==> run_1/logic_types.png <==
Scale: 1.5 px per um.
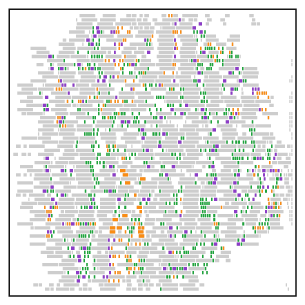
==> run_1/clocks.png <==
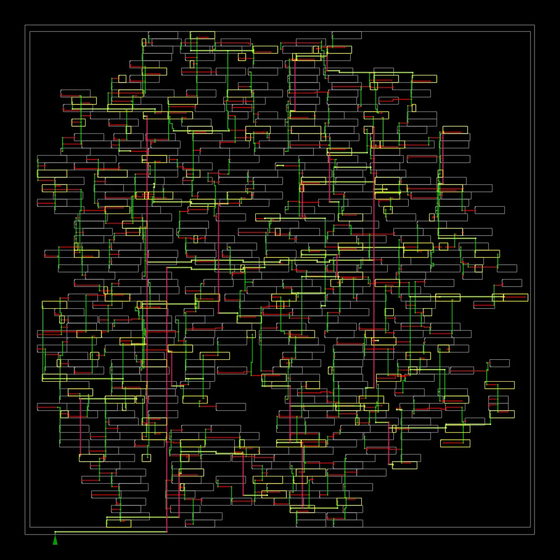
==> run_1/layer_met3.png <==
Scale: 2 px per um.
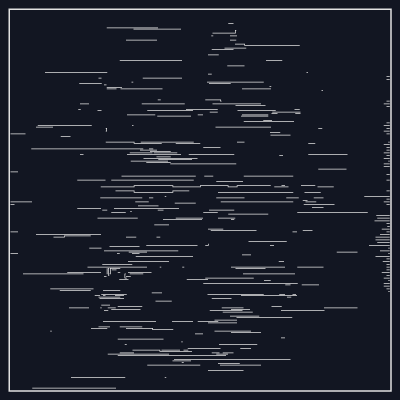
==> run_1/clk_routes.png <==
Scale: 2 px per um.
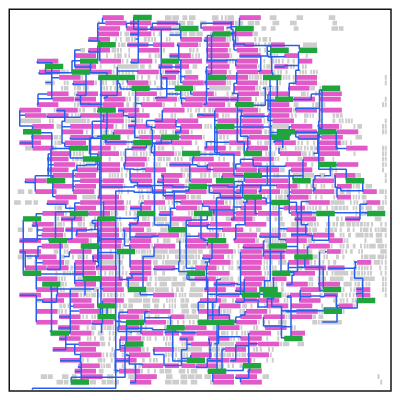
`src/rtl/pipe_issue_pkg.sv`:
```
// pipe_issue_pkg: shared types and constants for the pipe_issue block.
// Holds the FSM state enum, the instruction word layout, the sizing
// constants, and small helpers for decoding a slot and clamping the length.
package pipe_issue_pkg;

    // Sizing
    localparam int PROG_DEPTH   = 16;  // program memory slots
    localparam int HAZ_DEPTH    = 2;   // scoreboard depth in issue cycles
    localparam int DRAIN_CYCLES = 2;   // write-back drain after the last issue

    localparam int INSTR_W   = 24;
    localparam int FUNC_W    = 4;
    localparam int REG_W     = 4;
    localparam int ADDR_W    = 8;
    localparam int OUT_REG_W = 16;
    localparam int PC_W      = $clog2(PROG_DEPTH);
    localparam int LEN_W     = PC_W + 1;
    localparam int DRAIN_W   = 2;
    localparam int STALL_W   = 8;

    // Instruction word field positions (LSB of each field)
    localparam int FUNC_LSB = 20;
    localparam int RS1_LSB  = 16;
    localparam int RS2_LSB  = 12;
    localparam int RD_LSB   = 8;
    localparam int ADDR_LSB = 0;

    typedef enum logic [2:0] {
        ST_IDLE,
        ST_RUN,
        ST_STALL,
        ST_DRAIN,
        ST_DONE
    } state_e;

    typedef struct packed {
        logic [FUNC_W-1:0] func;
        logic [REG_W-1:0]  rs1;
        logic [REG_W-1:0]  rs2;
        logic [REG_W-1:0]  rd;
        logic [ADDR_W-1:0] addr;
    } instr_t;

    // Split a raw program word into its fields.
    function automatic instr_t decode_instr(input logic [INSTR_W-1:0] w);
        instr_t i;
        i.func = w[FUNC_LSB +: FUNC_W];
        i.rs1  = w[RS1_LSB  +: REG_W];
        i.rs2  = w[RS2_LSB  +: REG_W];
        i.rd   = w[RD_LSB   +: REG_W];
        i.addr = w[ADDR_LSB +: ADDR_W];
        return i;
    endfunction

    // Index of the last slot to issue; lengths above the memory depth clamp
    // to a full program. Only called with len > 0.
    function automatic logic [PC_W-1:0] last_slot(input logic [LEN_W-1:0] len);
        logic [LEN_W-1:0] eff;
        eff = (len > LEN_W'(PROG_DEPTH)) ? LEN_W'(PROG_DEPTH) : len;
        return PC_W'(eff - LEN_W'(1));
    endfunction

endpackage

```
`src/rtl/pipe_issue_scoreboard.sv`:
```
// pipe_issue_scoreboard: remembers the destination registers of the last
// HAZ_DEPTH issue cycles and flags a read-after-write hazard when the
// instruction waiting at the PC reads any of them. Shifts every cycle; a
// cycle that issues nothing shifts in an invalid entry.
module pipe_issue_scoreboard
    import pipe_issue_pkg::*;
(
    input  logic             clk,
    input  logic             rst,
    input  logic             push_valid,
    input  logic [REG_W-1:0] push_rd,
    input  logic [REG_W-1:0] chk_rs1,
    input  logic [REG_W-1:0] chk_rs2,
    output logic             hazard
);

    logic [HAZ_DEPTH-1:0]            vld_q, vld_d;
    logic [HAZ_DEPTH-1:0][REG_W-1:0] rd_q,  rd_d;

    // Shift: entry 0 is last cycle's issue, entry 1 the cycle before.
    always_comb begin
        vld_d[0] = push_valid;
        rd_d[0]  = push_rd;
        for (int i = 1; i < HAZ_DEPTH; i++) begin
            vld_d[i] = vld_q[i-1];
            rd_d[i]  = rd_q[i-1];
        end
    end

    // Hazard when either source matches a still-valid in-flight destination.
    always_comb begin
        hazard = 1'b0;
        for (int i = 0; i < HAZ_DEPTH; i++) begin
            if (vld_q[i] && ((rd_q[i] == chk_rs1) || (rd_q[i] == chk_rs2))) begin
                hazard = 1'b1;
            end
        end
    end

    // Scoreboard register; reset clears all entries.
    always_ff @(posedge clk) begin
        if (rst) begin
            vld_q <= '0;
            rd_q  <= '0;
        end else begin
            vld_q <= vld_d;
            rd_q  <= rd_d;
        end
    end

endmodule

```
`src/rtl/pipe_issue.sv`:
```
// pipe_issue: in-order issue stage. Holds a 16-slot program, walks it from
// slot 0 on start, presents one instruction per cycle to the ALU pipeline on
// registered outputs, drains two cycles for the last write-back, then pulses
// done. Define PIPE_ISSUE_HAZARD_EN to add the RAW scoreboard and STALL
// behaviour; without it every RUN cycle issues and stall_cnt reads 0.
module pipe_issue
    import pipe_issue_pkg::*;
(
    input  logic                 clk,
    input  logic                 rst,
    input  logic                 start,
    input  logic [LEN_W-1:0]     prog_len,
    input  logic                 ld_en,
    input  logic [PC_W-1:0]      ld_addr,
    input  logic [INSTR_W-1:0]   ld_data,
    output logic [OUT_REG_W-1:0] rs1,
    output logic [OUT_REG_W-1:0] rs2,
    output logic [OUT_REG_W-1:0] rd,
    output logic [FUNC_W-1:0]    func,
    output logic [ADDR_W-1:0]    addr,
    output logic                 issue_valid,
    output logic                 busy,
    output logic                 done,
    output logic [STALL_W-1:0]   stall_cnt
);

    state_e              state_q, state_d;
    logic [PC_W-1:0]     pc_q, pc_d;
    logic [PC_W-1:0]     last_q, last_d;
    logic [DRAIN_W-1:0]  drain_q, drain_d;

    logic                issue_valid_q, issue_valid_d;
    logic [FUNC_W-1:0]   func_q, func_d;
    logic [REG_W-1:0]    rs1_q, rs1_d;
    logic [REG_W-1:0]    rs2_q, rs2_d;
    logic [REG_W-1:0]    rd_q, rd_d;
    logic [ADDR_W-1:0]   addr_q, addr_d;

    logic [INSTR_W-1:0]  prog_mem_q [PROG_DEPTH];
    logic                mem_we;
    instr_t              cur;
    logic                start_acc;
    logic                issue;
    logic                hazard;

    assign busy      = (state_q != ST_IDLE);
    assign done      = (state_q == ST_DONE);
    assign start_acc = (state_q == ST_IDLE) && start;
    assign cur       = decode_instr(prog_mem_q[pc_q]);

    // Loads are accepted only while idle; reset blocks them too.
    assign mem_we = ld_en && !busy && !rst;

    // Program memory write port.
    // NOTE: the program store has no reset -- its contents must survive rst,
    // and leaving it out keeps it mappable onto plain RAM.
    always_ff @(posedge clk) begin
        if (mem_we) begin
            prog_mem_q[ld_addr] <= ld_data;
        end
    end

`ifdef PIPE_ISSUE_HAZARD_EN
    pipe_issue_scoreboard u_scoreboard (
        .clk        (clk),
        .rst        (rst),
        .push_valid (issue),
        .push_rd    (issue ? cur.rd : '0),
        .chk_rs1    (cur.rs1),
        .chk_rs2    (cur.rs2),
        .hazard     (hazard)
    );
`else
    // Nothing ever stalls, so STALL is unreachable and folds away.
    assign hazard = 1'b0;
`endif

    // Next-state, PC and drain-counter logic; decides whether this cycle issues.
    // NOTE: every variable gets a default before the case so no path leaves
    // it unassigned, which would otherwise infer a latch.
    always_comb begin
        state_d = state_q;
        pc_d    = pc_q;
        last_d  = last_q;
        drain_d = drain_q;
        issue   = 1'b0;
        case (state_q)
            ST_IDLE: begin
                if (start_acc) begin
                    pc_d = '0;
                    if (prog_len == '0) begin
                        state_d = ST_DONE;
                    end else begin
                        last_d  = last_slot(prog_len);
                        state_d = ST_RUN;
                    end
                end
            end
            ST_RUN, ST_STALL: begin
                if (hazard) begin
                    state_d = ST_STALL;
                end else begin
                    issue = 1'b1;
                    pc_d  = pc_q + PC_W'(1);
                    if (pc_q == last_q) begin
                        drain_d = '0;
                        state_d = ST_DRAIN;
                    end else begin
                        state_d = ST_RUN;
                    end
                end
            end
            ST_DRAIN: begin
                if (drain_q == DRAIN_W'(DRAIN_CYCLES - 1)) begin
                    state_d = ST_DONE;
                end else begin
                    drain_d = drain_q + DRAIN_W'(1);
                end
            end
            ST_DONE: begin
                state_d = ST_IDLE;
            end
            default: begin
                state_d = ST_IDLE;
            end
        endcase
    end

    // Output stage: the issued slot, or all zeros on a bubble / idle cycle.
    always_comb begin
        issue_valid_d = issue;
        func_d        = '0;
        rs1_d         = '0;
        rs2_d         = '0;
        rd_d          = '0;
        addr_d        = '0;
        if (issue) begin
            func_d = cur.func;
            rs1_d  = cur.rs1;
            rs2_d  = cur.rs2;
            rd_d   = cur.rd;
            addr_d = cur.addr;
        end
    end

    // Control and output registers with synchronous reset.
    // NOTE: sequential state uses non-blocking assignments so every flop
    // samples pre-edge values regardless of statement order.
    always_ff @(posedge clk) begin
        if (rst) begin
            state_q       <= ST_IDLE;
            pc_q          <= '0;
            last_q        <= '0;
            drain_q       <= '0;
            issue_valid_q <= 1'b0;
            func_q        <= '0;
            rs1_q         <= '0;
            rs2_q         <= '0;
            rd_q          <= '0;
            addr_q        <= '0;
        end else begin
            state_q       <= state_d;
            pc_q          <= pc_d;
            last_q        <= last_d;
            drain_q       <= drain_d;
            issue_valid_q <= issue_valid_d;
            func_q        <= func_d;
            rs1_q         <= rs1_d;
            rs2_q         <= rs2_d;
            rd_q          <= rd_d;
            addr_q        <= addr_d;
        end
    end

    assign issue_valid = issue_valid_q;
    assign func        = func_q;
    assign rs1         = OUT_REG_W'(rs1_q);
    assign rs2         = OUT_REG_W'(rs2_q);
    assign rd          = OUT_REG_W'(rd_q);
    assign addr        = addr_q;

`ifdef PIPE_ISSUE_HAZARD_EN
    logic [STALL_W-1:0] stall_cnt_q, stall_cnt_d;
    logic               bubble;

    assign bubble = ((state_q == ST_RUN) || (state_q == ST_STALL)) && hazard;

    // Stall counter: cleared on an accepted start, saturates at all-ones.
    always_comb begin
        stall_cnt_d = stall_cnt_q;
        if (start_acc) begin
            stall_cnt_d = '0;
        end else if (bubble && (stall_cnt_q != '1)) begin
            stall_cnt_d = stall_cnt_q + STALL_W'(1);
        end
    end

    // Stall counter register.
    always_ff @(posedge clk) begin
        if (rst) begin
            stall_cnt_q <= '0;
        end else begin
            stall_cnt_q <= stall_cnt_d;
        end
    end

    assign stall_cnt = stall_cnt_q;
`else
    assign stall_cnt = '0;
`endif

endmodule

```
`config.mk`:
```
export PLATFORM = sky130hd
export DESIGN_NAME = pipe_issue
export DESIGN_NICKNAME = d
export VERILOG_FILES = /design/src/rtl/pipe_issue_pkg.sv /design/src/rtl/pipe_issue_scoreboard.sv /design/src/rtl/pipe_issue.sv
export SDC_FILE = /design/constraint.sdc
export NUM_CORES = 1
export LEC_CHECK = 0
export ABC_AREA = 1
export CORE_MARGIN = 1.5
export CORE_UTILIZATION = 50
export CTS_CLUSTER_DIAMETER = 30
export DETAILED_ROUTE_END_ITERATION = 10
export PLACE_DENSITY = 0.69
export SLEW_MARGIN = 15
export SYNTH_ARGS = -nofsm -noshare
export SYNTH_HDL_FRONTEND = slang
export SYNTH_SLANG_ARGS = --single-unit
```
`constraint.sdc`:
```
create_clock -name clk -period 2.69 [get_ports clk]
set_clock_uncertainty 0.05 [all_clocks]
set_input_delay 0.538 -clock clk [delete_from_list [all_inputs] [get_ports clk]]
set_output_delay 0.538 -clock clk [all_outputs]
set_load 0.02 [all_outputs]
```
==> results.py, run 1 <==
# Metrics from the implementation run
metrics = {
    "route": {
        "drt_pass1_iterations": 7,
        "wl_met2_mm": 21.5,
        "top_layer": "met4",
        "drt_iter0_markers": 1148,
        "wl_met3_mm": 3.42,
        "antenna_left": 0,
        "drc_errors": 0,
        "routedWlPerCell_um": 19.4,
    },
    "outcome": {
        "status": "completed",
    },
    "cts": {
        "path_clk_slew_ps": 50,
        "cts_hold_buf": 0,
        "cts_setup_buffers": 0,
        "cts-htree-levels": 3,
        "cts-root-buf": "clkbuf_16",
        "cts_resized": 0,
        "cts_tree": "built",
        "worstSkewPairLatency_ps": 590,
        "clkSinkCount": 422,
    },
    "synthesis": {
        "synthAoiAreaFrac": 0.0605,
        "yosys.stat.seqShare": 0.702,
        "ys_sh_simple": 0.166,
        "edf_count": 384,
        "yosys_warnings": 0,
        "synth_xor_xnor_area_share": 0.000500,
        "syn_inst": 1597,
        "ys_cells": 1597,
        "top_logic_kind": "simple AND/OR/NAND/NOR gates",
        "synth_cell_types": 24,
        "ys_area_um2": 17500,
        "adder_share": 0.00214,
        "ys_top_cells_by_area": "edfxtp_1 (66%), nand2_1 (11%), dfxtp_1 (4.3%)",
        "top_area_cell": "edfxtp_1",
        "top_area_frac": 0.659,
        "top_cells_by_count": "nand2_1 (519), edfxtp_1 (384), nor2_1 (183)",
        "synth_flops": 422,
    },
    "grt": {
        "grt_pass1_wl_mm": 67.1,
        "antenna_found_initial": 0,
        "grt_max_degree": 113,
        "grt-ovfl-total": 0,
        "grtUsageMet1": 0.323,
        "grt_pass1_vias": 11800,
    },
    "critical_path": {
        "slowest_delay_ps": 610,
        "cpMostUsedCell": "nor2_1",
        "rr_worst_depth": 7,
        "crit_arrival_ps": 1800,
        "cp_slowest_cell": "clkdlybuf4s50_1",
        "worstPathMaxFanout": 3,
        "endpoint_kind": "output port",
        "critPathLaunch": "state_q[0]",
        "worstSetupPathDepth": 4,
        "r2r-end": "prog_mem_q[6][8]",
        "reg2reg_from": "state_q[0]",
    },
    "power_and_ir_drop": {
        "power_frac_seq": 0.353,
        "power-top-group": "the clock network",
        "p_comb_mw": 3.40,
        "sequentialPower_mw": 7.42,
        "netSwitchingPower_mw": 5.75,
        "p_leak_nw": 8.54,
        "internal-power_mw": 15.3,
        "power.density_nw_per_um2": 962,
        "power_mw": 21.0,
    },
    "worst_hold_path": {
        "min-delay-path-class": "reg -> reg",
        "min_path_cells": 2,
        "hp-start": "last_q[0]",
        "whs_endpoint": "last_q[0]",
    },
    "final_timing": {
        "hold_viol_final": 0,
        "holdWs_ps": 424,
        "setup_viol": 0,
        "fin_tns_setup_ps": 0,
        "max_clock_freq_ghz": 0.419,
        "rsz0062_at_grt": "false",
        "maxSlewHeadroom": 0.408,
        "post-route-min-period_ps": 2380,
        "worst_slew_pin_slew_ps": 889,
    },
    "placed_design": {
        "portBuffers": 63,
        "gp_congestion": 0.820,
        "dp_hpwl_mm": 26.0,
    },
    "floorplan": {
        "fp.coreArea_um2": 34500,
        "die_h_um": 190,
        "core.rowCount": 68,
        "dieArea_um2": 36100,
        "fp_util": 0.507,
    },
    "layout": {
        "fillers": 2595,
        "drive_gt1_frac": 0.125,
        "finalNetCount": 1770,
        "diodes": 0,
        "final_area_um2": 21900,
        "logic_area_um2": 4280,
        "fin_util": 0.633,
        "area_growth_pct": 24.9,
        "regArea_um2": 12300,
        "lay_top_cells": "nand2_1 (519), edfxtp_1 (384), nor2_1 (167)",
    },
    "job": {
        "cap_violations": 0,
    },
}
Notes on logic_types.png above:
Green is nand cells, cells 573. Purple is aoi and oai cells, cells 164, where widely spread. Orange is nor cells, cells 184, where widely spread.
Comb/total area: 0.196
most used logic cell in the final layout: nand2_1
Non-Filler Instances: 2252

Notes on clocks.png above:
total CTS buffers: 81
clock buffer count: 98
Clock Power: 10.2 mW

Notes on layer_met3.png above:
The wires run mostly horizontal. The longest straight run is 58.0 um. The layer carries 3420 um of wire. 196 nets have wire on it. The layer holds 7.8% of the routed length.
DRT Wirelength: 43.7 mm
GR Layer Usage met3: 0.0430
detailed-route via count: 11800

Notes on clk_routes.png above:
Magenta is flip-flops, count 422. Blue is clock wires, length 5460 um. Green is clock drivers, count 81.
Position of the flops: widely spread. There are 82 routed clock nets.

## run 1: registers in the layout (all words and copies together), names as in the netlist
name	flops
prog_mem_q	384
addr	8
func	4
last_q	4
pc_q	4
rd_q	4
rs1_q	4
rs2_q	4
state_q	3
drain_q	2
issue_valid	1
## run 1: area by class of cell
cell class,instances,share of cell area
inverter,123,0.0212
timing repair buffer,133,0.0661
multi-input combinational,969,0.196
tap,455,0.0260
clock inverter,52,0.0281
clock buffer,98,0.0999
sequential,422,0.563
## run 1: stage by stage
stage,setup slack [ps],std cells
global route,162,2252
CTS,277,2252
finish,306,2252
global placement,26.8,2102
detailed placement,7.60,2102
floorplan,143,1640
## run 1: cells by family after synthesis
family / Yosys count
buf+inv: 249
flops: 422
other cells: 1
xor+xnor: 1
compound gates: 164
simple gates: 757
fa+ha+maj: 3
--- run 2 (diff from run 1) ---
--- a/config.mk
+++ b/config.mk
@@ -7,10 +7,10 @@
 export LEC_CHECK = 0
 export ABC_AREA = 1
 export CORE_MARGIN = 1.5
-export CORE_UTILIZATION = 50
+export CORE_UTILIZATION = 59
 export CTS_CLUSTER_DIAMETER = 30
 export DETAILED_ROUTE_END_ITERATION = 10
-export PLACE_DENSITY = 0.69
+export PLACE_DENSITY = 0.79
 export SLEW_MARGIN = 15
 export SYNTH_ARGS = -nofsm -noshare
 export SYNTH_HDL_FRONTEND = slang
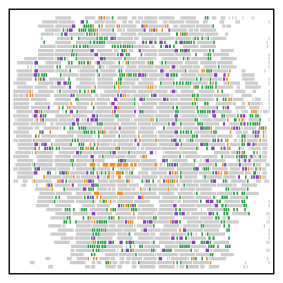
(run_2/logic_types.png)
Scale: 1.5 px per um.
Purple is aoi and oai cells, cells 164, where widely spread. Orange is nor cells, cells 184, where widely spread. Green is nand cells, cells 573.

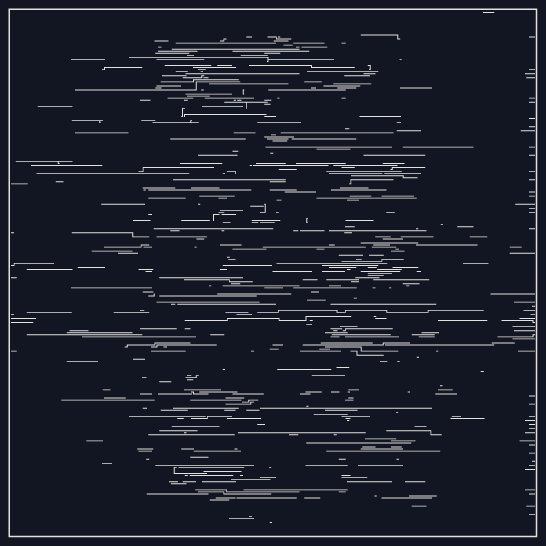
(run_2/layer_met3.png)
Scale: 3 px per um.
The layer carries 4610 um of wire. The layer holds 10% of the routed length. The longest straight run is 57.0 um. The wires run mostly horizontal.

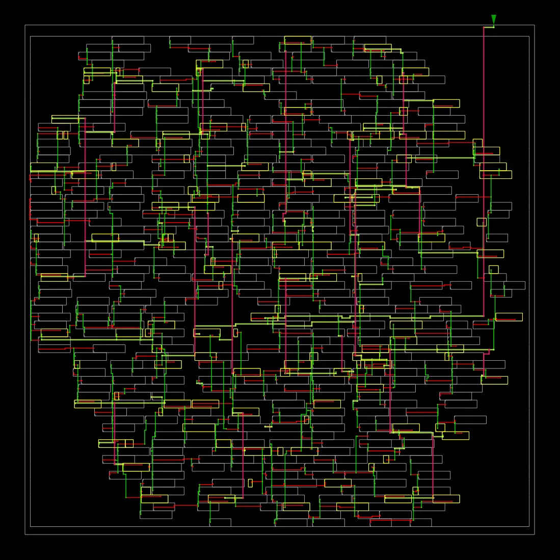
(run_2/clocks.png)
clock sink count: 422
clock buffer count: 90
total CTS buffers: 75

==> run 2 against run 1 <==
Net effect: register-to-register slack better by 120 ps; power shrank 5.9%; area after synthesis unchanged; clock power decreased by about 10%; largest power group unchanged; highest routed layer unchanged.
==> results.py, run 2 <==
# Metrics from the implementation run
metrics = {
    "layout": {
        "layout_top_cell": "nand2_1",
        "logic_area_um2": 4260,
        "diodes": 0,
        "n_all_inverters": 123,
        "buffer_area_frac": 0.0599,
        "fin_util": 0.732,
        "finalNetCount": 1749,
        "regArea_um2": 12300,
        "drive_gt1_frac": 0.109,
        "sh_comb_area": 0.201,
        "final_area_um2": 21200,
        "seq_share": 0.580,
        "fillers": 1725,
        "signal_buffers": 118,
        "seq_cells": 422,
        "layout.cells.non_filler": 2152,
        "num-multi-input-gates": 969,
        "final-clk-cell-share": 0.114,
        "largest_reg_flops": 384,
        "regMostFlops": "prog_mem_q",
        "top_area_cell_class": "registers",
        "lay_top_cells": "nand2_1 (519), edfxtp_1 (384), nor2_1 (167)",
    },
    "floorplan": {
        "tapCellCount": 384,
        "fp.coreArea_um2": 28900,
        "core.rowCount": 62,
        "ios": 108,
        "dieArea_um2": 30700,
        "die_h_um": 175,
    },
    "placed_design": {
        "place_inst": 2016,
        "dp_slack_ps": 204,
        "placed_area_um2": 18800,
        "portBuffers": 63,
        "gp_congestion": 0.865,
        "dp_hpwl_mm": 26.1,
    },
    "cts": {
        "cts_resized": 0,
        "clock_path_buffers": 3,
        "worstSkewPairLatency_ps": 570,
        "path_clk_slew_ps": 40,
        "cts_tree": "built",
        "cts_setup_buffers": 0,
        "cts-root-buf": "clkbuf_16",
        "cts_hold_buf": 0,
        "cts-htree-levels": 3,
    },
    "final_timing": {
        "layout_setup_ws_ps": 310,
        "worst_slew_pin_slew_ps": 807,
        "setup_viol": 0,
        "fin_tns_setup_ps": 0,
        "rsz0062_at_grt": "false",
        "hold_viol_final": 0,
        "max_clock_freq_ghz": 0.420,
        "maxSlewHeadroom": 0.460,
        "post-route-min-period_ps": 2380,
        "holdWs_ps": 431,
    },
    "grt": {
        "grt_pass1_vias": 12500,
        "grt-ovfl-total": 0,
        "grt_max_degree": 165,
        "antenna_found_initial": 0,
        "grt_pass1_wl_mm": 69.4,
    },
    "power_and_ir_drop": {
        "switching_share": 0.283,
        "p_comb_mw": 3.41,
        "power.density_nw_per_um2": 934,
        "internal-power_mw": 14.2,
        "p_leak_nw": 8.27,
        "power_mw": 19.8,
        "power_frac_seq": 0.375,
        "power-top-group": "the clock network",
        "sequentialPower_mw": 7.43,
        "pg_clk_mw": 8.96,
        "peakVddDrop_uv": 762,
        "netSwitchingPower_mw": 5.60,
    },
    "synthesis": {
        "edf_count": 384,
        "ys_area_um2": 17500,
        "async_flop_share": 0,
        "top_cells_by_count": "nand2_1 (519), edfxtp_1 (384), nor2_1 (183)",
        "yosys.stat.seqShare": 0.702,
        "synth_flops": 422,
        "ys_top_cells_by_area": "edfxtp_1 (66%), nand2_1 (11%), dfxtp_1 (4.3%)",
        "ys_cells": 1597,
        "top_area_frac": 0.659,
        "yosys_warnings": 0,
        "syn_inst": 1597,
        "synth_cell_types": 24,
        "synthFlopType": "edfxtp_1",
        "top_area_cell": "edfxtp_1",
    },
    "worst_hold_path": {
        "min_path_cells": 2,
        "min-delay-path-class": "reg -> reg",
    },
    "route": {
        "routedWlPerCell_um": 21.0,
        "drt_wl_total_mm": 45.2,
        "num_vias": 12300,
        "drt_pass1_iterations": 6,
        "drc_errors": 0,
        "drt_iter0_markers": 1549,
        "antenna_left": 0,
    },
    "critical_path": {
        "worstSetupPathDepth": 4,
        "path_cells": "nor2_1, inv_1, nor2_1, clkdlybuf4s50_1",
        "crit_arrival_ps": 1790,
        "rr_worst_depth": 7,
        "cpMostUsedCell": "nor2_1",
        "cp_slowest_cell": "clkdlybuf4s50_1",
        "endpoint_kind": "output port",
        "worstPathMaxFanout": 3,
    },
    "outcome": {
        "status": "completed",
    },
    "job": {
        "cap_violations": 0,
    },
}
## run 2: cell counts after synthesis
Identical to the previous run, type by type.
## run 2: final timing paths
path	from	to	slack, ps
min	drain_q[1]	drain_q[1]	430
min reg2reg	drain_q[1]	drain_q[1]	430
max reg2reg	state_q[0]	prog_mem_q[7][13]	630
max	state_q[0]	done	310
## run 2: kinds of logic (layout without fill, tap and decap cells)
kind of cell,count (synthesis),count (layout),synth area share
xor+xnor,1,1,0.000500
simple gates,757,757,0.166
flops,422,422,0.702
compound gates,164,164,0.0605
buf+inv,249,377,0.0680
other cells,1,44,0.000214
fa+ha+maj,3,3,0.00214
## run 2: layer usage
layer  GRT usage  vias up  routed length (um)
met3      0.0494      151                4610
li1            -     5516                   -
met5           0        -                   0
met4       0.147        0                2040
met2       0.492      842               21700
met1       0.397     5796               16800
No activity file was given, so power comes from the tool's default toggle rates.
